`config.mk`:
```
export PLATFORM = sky130hd
export DESIGN_NAME = sha256_msg_padder_flat
export DESIGN_NICKNAME = d
export VERILOG_FILES = /design/src/rtl/sha256_msg_padder_if.sv /design/src/rtl/sha256_msg_padder.sv /design/src/flat_wrapper.sv
export SDC_FILE = /design/constraint.sdc
export NUM_CORES = 1
export LEC_CHECK = 0
export CORE_MARGIN = 8
export CORE_UTILIZATION = 50
export CTS_CLUSTER_DIAMETER = 80
export DETAILED_ROUTE_END_ITERATION = 10
export PLACE_DENSITY = 0.81
export SLEW_MARGIN = 10
export SYNTH_ARGS = -nofsm -noshare
export SYNTH_HDL_FRONTEND = slang
export SYNTH_SLANG_ARGS = --single-unit
export TNS_END_PERCENT = 100
```
`constraint.sdc`:
```
create_clock -name clock -period 22.5 [get_ports clock]
set_clock_uncertainty 0.05 [all_clocks]
set_input_delay 3.375 -clock clock [delete_from_list [all_inputs] [get_ports clock]]
set_output_delay 3.375 -clock clock [all_outputs]
set_load 0.02 [all_outputs]
```
`src/rtl/sha256_msg_padder_if.sv`:
```
// Byte-stream input and 512-bit block output of the SHA-256 message padder.
// The padder uses the slave view; the message source / compression core use the master view.
interface sha256_msg_padder_if;
  logic         msg_valid;
  logic         msg_ready;
  logic [7:0]   msg_data;
  logic         msg_last;
  logic         block_valid;
  logic         block_ready;
  logic [511:0] block_data;
  logic         block_last;
  logic         msg_error;

  modport master (
    output msg_valid, msg_data, msg_last, block_ready,
    input  msg_ready, block_valid, block_data, block_last, msg_error
  );

  modport slave (
    input  msg_valid, msg_data, msg_last, block_ready,
    output msg_ready, block_valid, block_data, block_last, msg_error
  );
endinterface

```
`src/rtl/sha256_msg_padder.sv`:
```
// Streaming SHA-256 padder: message bytes in, 512-bit padded blocks out (0x80, zero fill, 64-bit bit length).
// Optional byte-count overflow detection is enabled by defining SHA256_PAD_OVERFLOW_CHECK_EN.
module sha256_msg_padder #(
  parameter int MAX_MSG_BYTES = 119,
  parameter int LEN_W         = $clog2(MAX_MSG_BYTES + 1)
) (
  input logic                clock,
  input logic                reset,
  sha256_msg_padder_if.slave bus
);

  typedef enum logic [1:0] {
    FILL = 2'd0,
    PAD  = 2'd1,
    LEN  = 2'd2,
    EMIT = 2'd3
  } state_t;

  state_t           state;
  state_t           state_nxt;

  logic [63:0][7:0] blk;          // blk[63] is byte 0 of the block
  logic [5:0]       byte_ptr;
  logic [LEN_W-1:0] byte_cnt;
  logic             blk_last;
  logic             pad_pending;
  logic             len_pending;
  logic             armed;

  logic             msg_ready_int;
  logic             block_valid_int;
  logic             byte_xfer;
  logic             block_xfer;
  logic             drop_byte;
  logic [63:0]      bit_len;

  assign byte_xfer  = bus.msg_valid && msg_ready_int;
  assign block_xfer = block_valid_int && bus.block_ready;
  assign bit_len    = {{(61 - LEN_W){1'b0}}, byte_cnt, 3'b000};

`ifdef SHA256_PAD_OVERFLOW_CHECK_EN
  logic err;
  assign drop_byte = (byte_cnt == LEN_W'(MAX_MSG_BYTES));
  assign bus.msg_error = err;
`else
  assign drop_byte = 1'b0;
  assign bus.msg_error = 1'b0;
`endif

  // State register
  always_ff @(posedge clock or posedge reset) begin
    if (reset) begin
      state <= FILL;
    end else begin
      state <= state_nxt;
    end
  end

  // Next-state logic; a dropped byte never fills a slot, so it cannot trigger EMIT
  always_comb begin
    state_nxt = state;
    case (state)
      FILL: begin
        if (byte_xfer) begin
          if (byte_ptr == 6'd63 && !drop_byte) begin
            state_nxt = EMIT;
          end else if (bus.msg_last) begin
            state_nxt = PAD;
          end
        end
      end
      PAD:  state_nxt = EMIT;
      LEN:  state_nxt = EMIT;
      EMIT: begin
        if (block_xfer) begin
          if (blk_last) begin
            state_nxt = FILL;
          end else if (pad_pending) begin
            state_nxt = PAD;
          end else if (len_pending) begin
            state_nxt = LEN;
          end else begin
            state_nxt = FILL;
          end
        end
      end
      default: state_nxt = FILL;
    endcase
  end

  // Outputs; armed keeps msg_ready low for the first cycle after reset release
  always_comb begin
    msg_ready_int   = 1'b0;
    block_valid_int = 1'b0;
    case (state)
      FILL:    msg_ready_int   = armed;
      EMIT:    block_valid_int = 1'b1;
      default: ;
    endcase
  end

  assign bus.msg_ready   = msg_ready_int;
  assign bus.block_valid = block_valid_int;
  assign bus.block_data  = blk;
  assign bus.block_last  = blk_last;

  always_ff @(posedge clock or posedge reset) begin
    if (reset) begin
      blk         <= '0;
      byte_ptr    <= '0;
      byte_cnt    <= '0;
      blk_last    <= 1'b0;
      pad_pending <= 1'b0;
      len_pending <= 1'b0;
      armed       <= 1'b0;
`ifdef SHA256_PAD_OVERFLOW_CHECK_EN
      err         <= 1'b0;
`endif
    end else begin
      armed <= 1'b1;
      case (state)
        FILL: begin
          if (byte_xfer && !drop_byte) begin
            blk[~byte_ptr] <= bus.msg_data;
            byte_ptr       <= byte_ptr + 6'd1;
            byte_cnt       <= byte_cnt + LEN_W'(1);
            if (bus.msg_last && byte_ptr == 6'd63) begin
              pad_pending <= 1'b1;
            end
          end
        end
        PAD: begin
          blk[~byte_ptr] <= 8'h80;
          if (byte_ptr <= 6'd55) begin
            blk[7:0] <= bit_len;
            blk_last <= 1'b1;
          end else begin
            len_pending <= 1'b1;
          end
        end
        LEN: begin
          blk[7:0] <= bit_len;
          blk_last <= 1'b1;
        end
        EMIT: begin
          if (block_xfer) begin
            blk         <= '0;
            byte_ptr    <= '0;
            blk_last    <= 1'b0;
            pad_pending <= 1'b0;
            len_pending <= 1'b0;
            if (blk_last) begin
              byte_cnt <= '0;
            end
          end
        end
        default: ;
      endcase
`ifdef SHA256_PAD_OVERFLOW_CHECK_EN
      if (state == FILL && byte_xfer && drop_byte) begin
        err <= 1'b1;
      end
`endif
    end
  end

endmodule

```
`src/flat_wrapper.sv`:
```
// flat-port wrapper written by rule: the top's interface ports become plain ports
module sha256_msg_padder_flat 
#(
  parameter int MAX_MSG_BYTES = 119,
  parameter int LEN_W         = $clog2(MAX_MSG_BYTES + 1)
)
  (clock, reset, bus_msg_valid, bus_msg_data, bus_msg_last, bus_block_ready, bus_msg_ready, bus_block_valid, bus_block_data, bus_block_last, bus_msg_error);
  sha256_msg_padder_if bus_i ();
  input logic clock;
  input logic reset;
  input wire logic [$bits(bus_i.msg_valid)-1:0] bus_msg_valid;
  input wire logic [$bits(bus_i.msg_data)-1:0] bus_msg_data;
  input wire logic [$bits(bus_i.msg_last)-1:0] bus_msg_last;
  input wire logic [$bits(bus_i.block_ready)-1:0] bus_block_ready;
  output wire logic [$bits(bus_i.msg_ready)-1:0] bus_msg_ready;
  output wire logic [$bits(bus_i.block_valid)-1:0] bus_block_valid;
  output wire logic [$bits(bus_i.block_data)-1:0] bus_block_data;
  output wire logic [$bits(bus_i.block_last)-1:0] bus_block_last;
  output wire logic [$bits(bus_i.msg_error)-1:0] bus_msg_error;
  assign bus_i.msg_valid = bus_msg_valid;
  assign bus_i.msg_data = bus_msg_data;
  assign bus_i.msg_last = bus_msg_last;
  assign bus_i.block_ready = bus_block_ready;
  assign bus_msg_ready = bus_i.msg_ready;
  assign bus_block_valid = bus_i.block_valid;
  assign bus_block_data = bus_i.block_data;
  assign bus_block_last = bus_i.block_last;
  assign bus_msg_error = bus_i.msg_error;
  sha256_msg_padder #(.MAX_MSG_BYTES(MAX_MSG_BYTES), .LEN_W(LEN_W)) u_core (.clock(clock), .reset(reset), .bus(bus_i));
endmodule
```
M2 wires:
The bar under the picture is 50 um long.
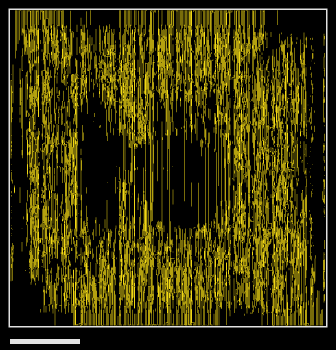
wire length on this layer: 37.5 mm
share of all routed wire: 47%
met2 demand-to-capacity share in global routing: 0.493
via count: 17500

Met3 routing:
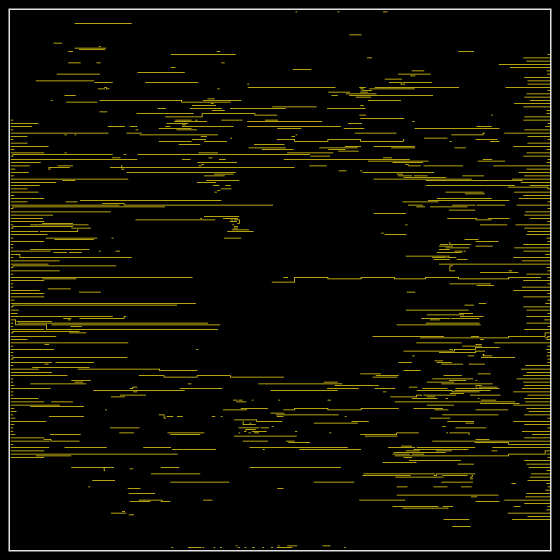
share of all routed wire: 10%
longest straight run: 78.7 um
nets with wire on the layer: 487
Global Route met3 Usage: 0.0908
Post-Route WL: 79200 um

I/O nets highlighted:
The bar under the picture is 50 um long.
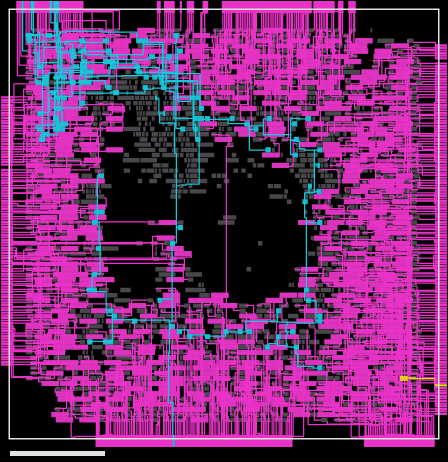
legend:
  `bus_msg_data`:
    colour: cyan
    bits: 8
    direction: input
    end_cells: 116
    buffers: 9
    wire: 2400 um
  `bus_block_data`:
    colour: magenta
    bits: 512
    direction: output
    end_cells: 512
    buffers: 512
    wire: 29.4 mm
  `reset`:
    colour: yellow
    bits: 1
    direction: input
    end_cells: 1
    buffers: 1
    wire: 23.5 um
Port-buffer cells: 527
count of boundary I/O pins: 529

Gate families picked out:
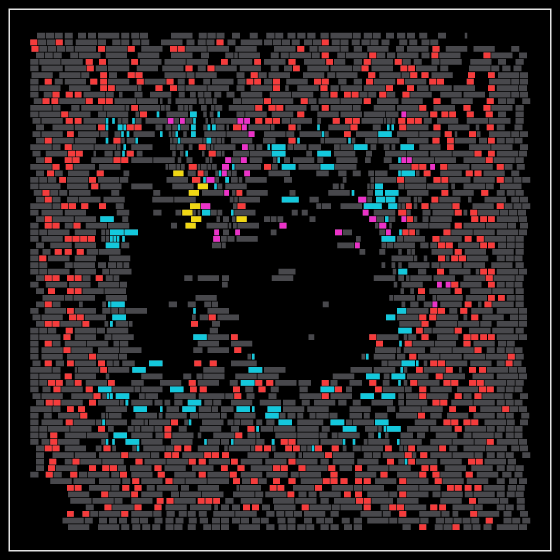
legend:
  adder and majority cells:
    colour: yellow
    cells: 8
  AND and OR gates:
    colour: magenta
    cells: 34
  AND-OR and OR-AND gates:
    colour: red
    cells: 463
    where: all over the die
  NOR gates:
    colour: cyan
    cells: 135
non-filler cells in the finished layout: 2693
most common library cell in the layout ignoring fill and taps: sky130_fd_sc_hd__dfrtp_1
multi-input combinational area share: 0.265

Routing congestion map:
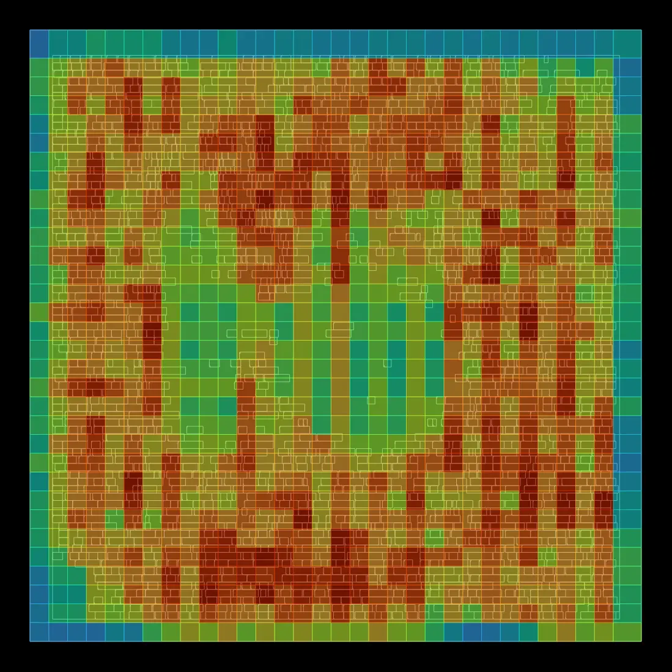
layer with the highest usage after global routing: met2
final routed wire length divided by cell count: 29.4 um

-- cell type report --
class | count | area [um2]
Clock inverter | 24 | 319
Inverter | 10 | 45.0
Timing Repair Buffer | 552 | 5470
Tap cell | 585 | 732
Clock buffer | 69 | 1480
Sequential cell | 531 | 13300
Multi-Input combinational cell | 922 | 7680
Fill cell | 3049 | 14000
-- per-stage QoR --
step           worst slack (ns)  hold slack (ns)
6_report                  15.89            0.435
5_1_grt                   15.34            0.462
4_1_cts                   15.80            0.438
3_5_place_dp              15.15            0.424
3_3_place_gp              15.29            0.415
2_1_floorplan              4.24            0.419
-- worst paths after layout --
check | end | slack, ns
max | asynchronous set/reset pin | 15.89
min | register | 0.43
max reg2reg | register | 18.63
min reg2reg | register | 0.43
max in group clock | bus_msg_ready | 16.46
min in group asynchronous | asynchronous set/reset pin | 3.35
==> run notes <==
Results of the flow run.

The H-tree generated during clock tree synthesis spans 2 levels. After routing the design area is 29000 um2. The commonest cells after synthesis are sky130_fd_sc_hd__dfrtp_1 (531), sky130_fd_sc_hd__a22o_1 (449), sky130_fd_sc_hd__clkbuf_1 (74).

The first global-routing pass estimated 118000 um of wire. The total setup buffers inserted after CTS stands at 0. When the netlist entered floorplanning its net count stood at 1617. Counting every sink on the clock net gives 531. The site row count stands at 76.

The number of cells in the yosys synthesis report stands at 1596. Summed over all nets, wire length on met2 after detailed routing comes to 37500 um. Signal routing reaches up to met4. The buffer levels on the longest clock path stands at 3.

Hold-check failures listed in the final report amount to 0. The critical path's slowest stage uses the library cell sky130_fd_sc_hd__buf_4. Per the post-synthesis report, the number of cells in the design is 1596. Post-synth the commonest register cell is sky130_fd_sc_hd__dfrtp_1. The power in sequential cells stands at 1.05 mW. The post-detailed-route count of antenna-violating nets stands at 0.

The cell internal power dissipation stands at 1.77 mW. The switching share of power stands at 0.394. The number of nets in the finished design stands at 2090. Per report_power, the Clock row totals 925 uW.

The via count of the first global-routing pass is 17800. The number of DRC violations after detailed-routing iteration 0 stands at 1992. After clock tree synthesis, the repair step resized 0 gates. The synthesis report lists the most area-consuming cells as sky130_fd_sc_hd__dfrtp_1 (61%), sky130_fd_sc_hd__a22o_1 (18%), sky130_fd_sc_hd__nor3_4 (3.4%), sky130_fd_sc_hd__a2bb2oi_2 (2.4%), sky130_fd_sc_hd__o31ai_1 (1.9%).

From the final report, the count of setup violators was given as 0. STA lists the maximum fanout along the critical path as 133. Looking at the max-slew report, the worst-margin pin has a slew of 1.10 ns. The OpenROAD report gives the critical path a required time of 23.05 ns. The combinational cell power stands at 943 uW. The share of total power dissipated in combinational logic is 0.323.

Setup repair after global routing left no endpoint under its margin. Per the OpenROAD power report, switching power amounts to 1.15 mW. The unique cell type count in the Yosys netlist stands at 67.

The number of maximum-capacitance violations recorded for the run is 0. The design draws 2.92 mW. The logic depth of the worst register-to-register path stands at 8. The width of the chip stands at 224 um. Before antenna repair, the detailed router went through 7 iterations. Counting pins that exceed their max-slew limit in the final report gives 0. The tree is rooted in a sky130_fd_sc_hd__clkbuf_16. After layout, the minimum clock period comes to 6.61 ns. Per the synthesis report, the adder-cell share of the synthesized area is 0.00462. The final-layout setup total negative slack stands at 0 ns. The total power divided by cell area stands at 101 nW/um2. The overall chip area stands at 50300 um2.

The placement stage leaves a total instance area of 27200 um2. The total routing resource utilization after global routing stands at 0.306. In this build the clock could be raised as far as 0.151 GHz.

The stat command in Yosys gives a chip area of 21700 um2. Of the cells placed in the final design, the portion with a size suffix greater than 1 is 0.109. The CTS buffer count stands at 52. Of the post-synthesis cell area, the part taken by muxes is 0.000924. Per report_power, the top consumer among the power groups is registers. In the per-layer summary, the met1 wirelength comes to 30400 um. The met3 routed wirelength stands at 8300 um.

The worst setup path is captured at an asynchronous set/reset pin. After synthesis, the largest family of logic cells by area is AND-OR/OR-AND gates. The final weighted congestion recorded by global placement is 0.911. The logic depth of the worst setup path including buffers stands at 5. The number of diodes stands at 0. STA lists the startpoint of the worst register-to-register path as u_core.state[0]$_DFFE_PP0P_.

Yosys reported a register bit count of 531. The insertion delay at the late pin of the worst-skew pair stands at 0.59 ns. TritonCTS built the clock tree. In this run the mean area of a mapped cell was 13.6 um2. The half-perimeter wire length after placement stands at 53100 um.

The finished layout reports a core utilization of 0.675. The number of synthesized flops with an enable pin stands at 0. The global route stage reports its total congestion overflow as 0. The path class of the tightest hold or removal check is reg -> reg. For reference, the critical path is launched at reset.

The largest total area in the synthesized netlist belongs to sky130_fd_sc_hd__dfrtp_1. Looking at the worst setup and hold paths, the clock pins of their registers show a slew of 0.06 ns. The data arrival time of the critical path stands at 7.16 ns. The number of buffers and inverters on the critical path is 5. During synthesis, Yosys emitted a total of 0 warnings. Per the detail_route report, vias per standard cell equal 6.51.

The compound-gate portion of the synthesized area stands at 0.270. The cell that appears most often on the critical path is sky130_fd_sc_hd__buf_4. In the finished design, the share of the clock period the worst path needs comes to 0.294. The number of antenna violations at the first check in global routing was 0. In the layout the commonest cells are sky130_fd_sc_hd__dfrtp_1 (531), sky130_fd_sc_hd__clkdlybuf4s50_1 (526), sky130_fd_sc_hd__a22o_1 (449). The share of the core area taken by cells at floorplan is 0.504. Warnings raised by the tools during the run amount to 35.

The number of remaining DRC errors stands at 0. The largest net degree at the start of global routing stands at 194. The number of hold buffers added after cts stands at 0. The synthesized netlist occupies a cell area of 21700 um2. The highest supply drop recorded on VDD is 0.0839 mV. The detailed placer reported the number of placed instances as 2600. The run finished with clean final reports. The die is 224 um tall. The total area inside the core boundary comes to 43000 um2.

Broken down by cell family, the worst path's largest delay share belongs to buffers and inverters. By startpoint and endpoint, the worst setup path is classified as in -> async. The synthesis stats list as the most numerous cell sky130_fd_sc_hd__dfrtp_1. The XOR/XNOR share of the synthesized area stands at 0.000808. The longest individual stage delay on the worst path stands at 0.84 ns. Of the total power, the clock network draws 0.317. The number of stages on the worst hold path stands at 1.

Listed in order, past its start point the critical path passes clkdlybuf4s50_1 -> inv_8 -> buf_4 -> buf_4 -> buf_4. For this design the static power due to leakage is 12.8 nW. The share of synthesized area in the top cell type comes to 0.613. Of the total synthesized cell area, the portion taken by AND, OR, NAND and NOR gates is 0.0762. The sequential element share of the synthesized area stands at 0.613. The worst pin sits at a relative slew slack of 0.269. The sequential cell fraction of total power stands at 0.359. Per the synth stats, the proportion of register bits with asynchronous set or reset is 1.00. The relative area change from synthesis to final layout stands at 33.8%. The worst setup path is launched from a primary input.

The fraction of met1 tracks used by global routing stands at 0.389.
No activity file was given, so power comes from the tool's default toggle rates.
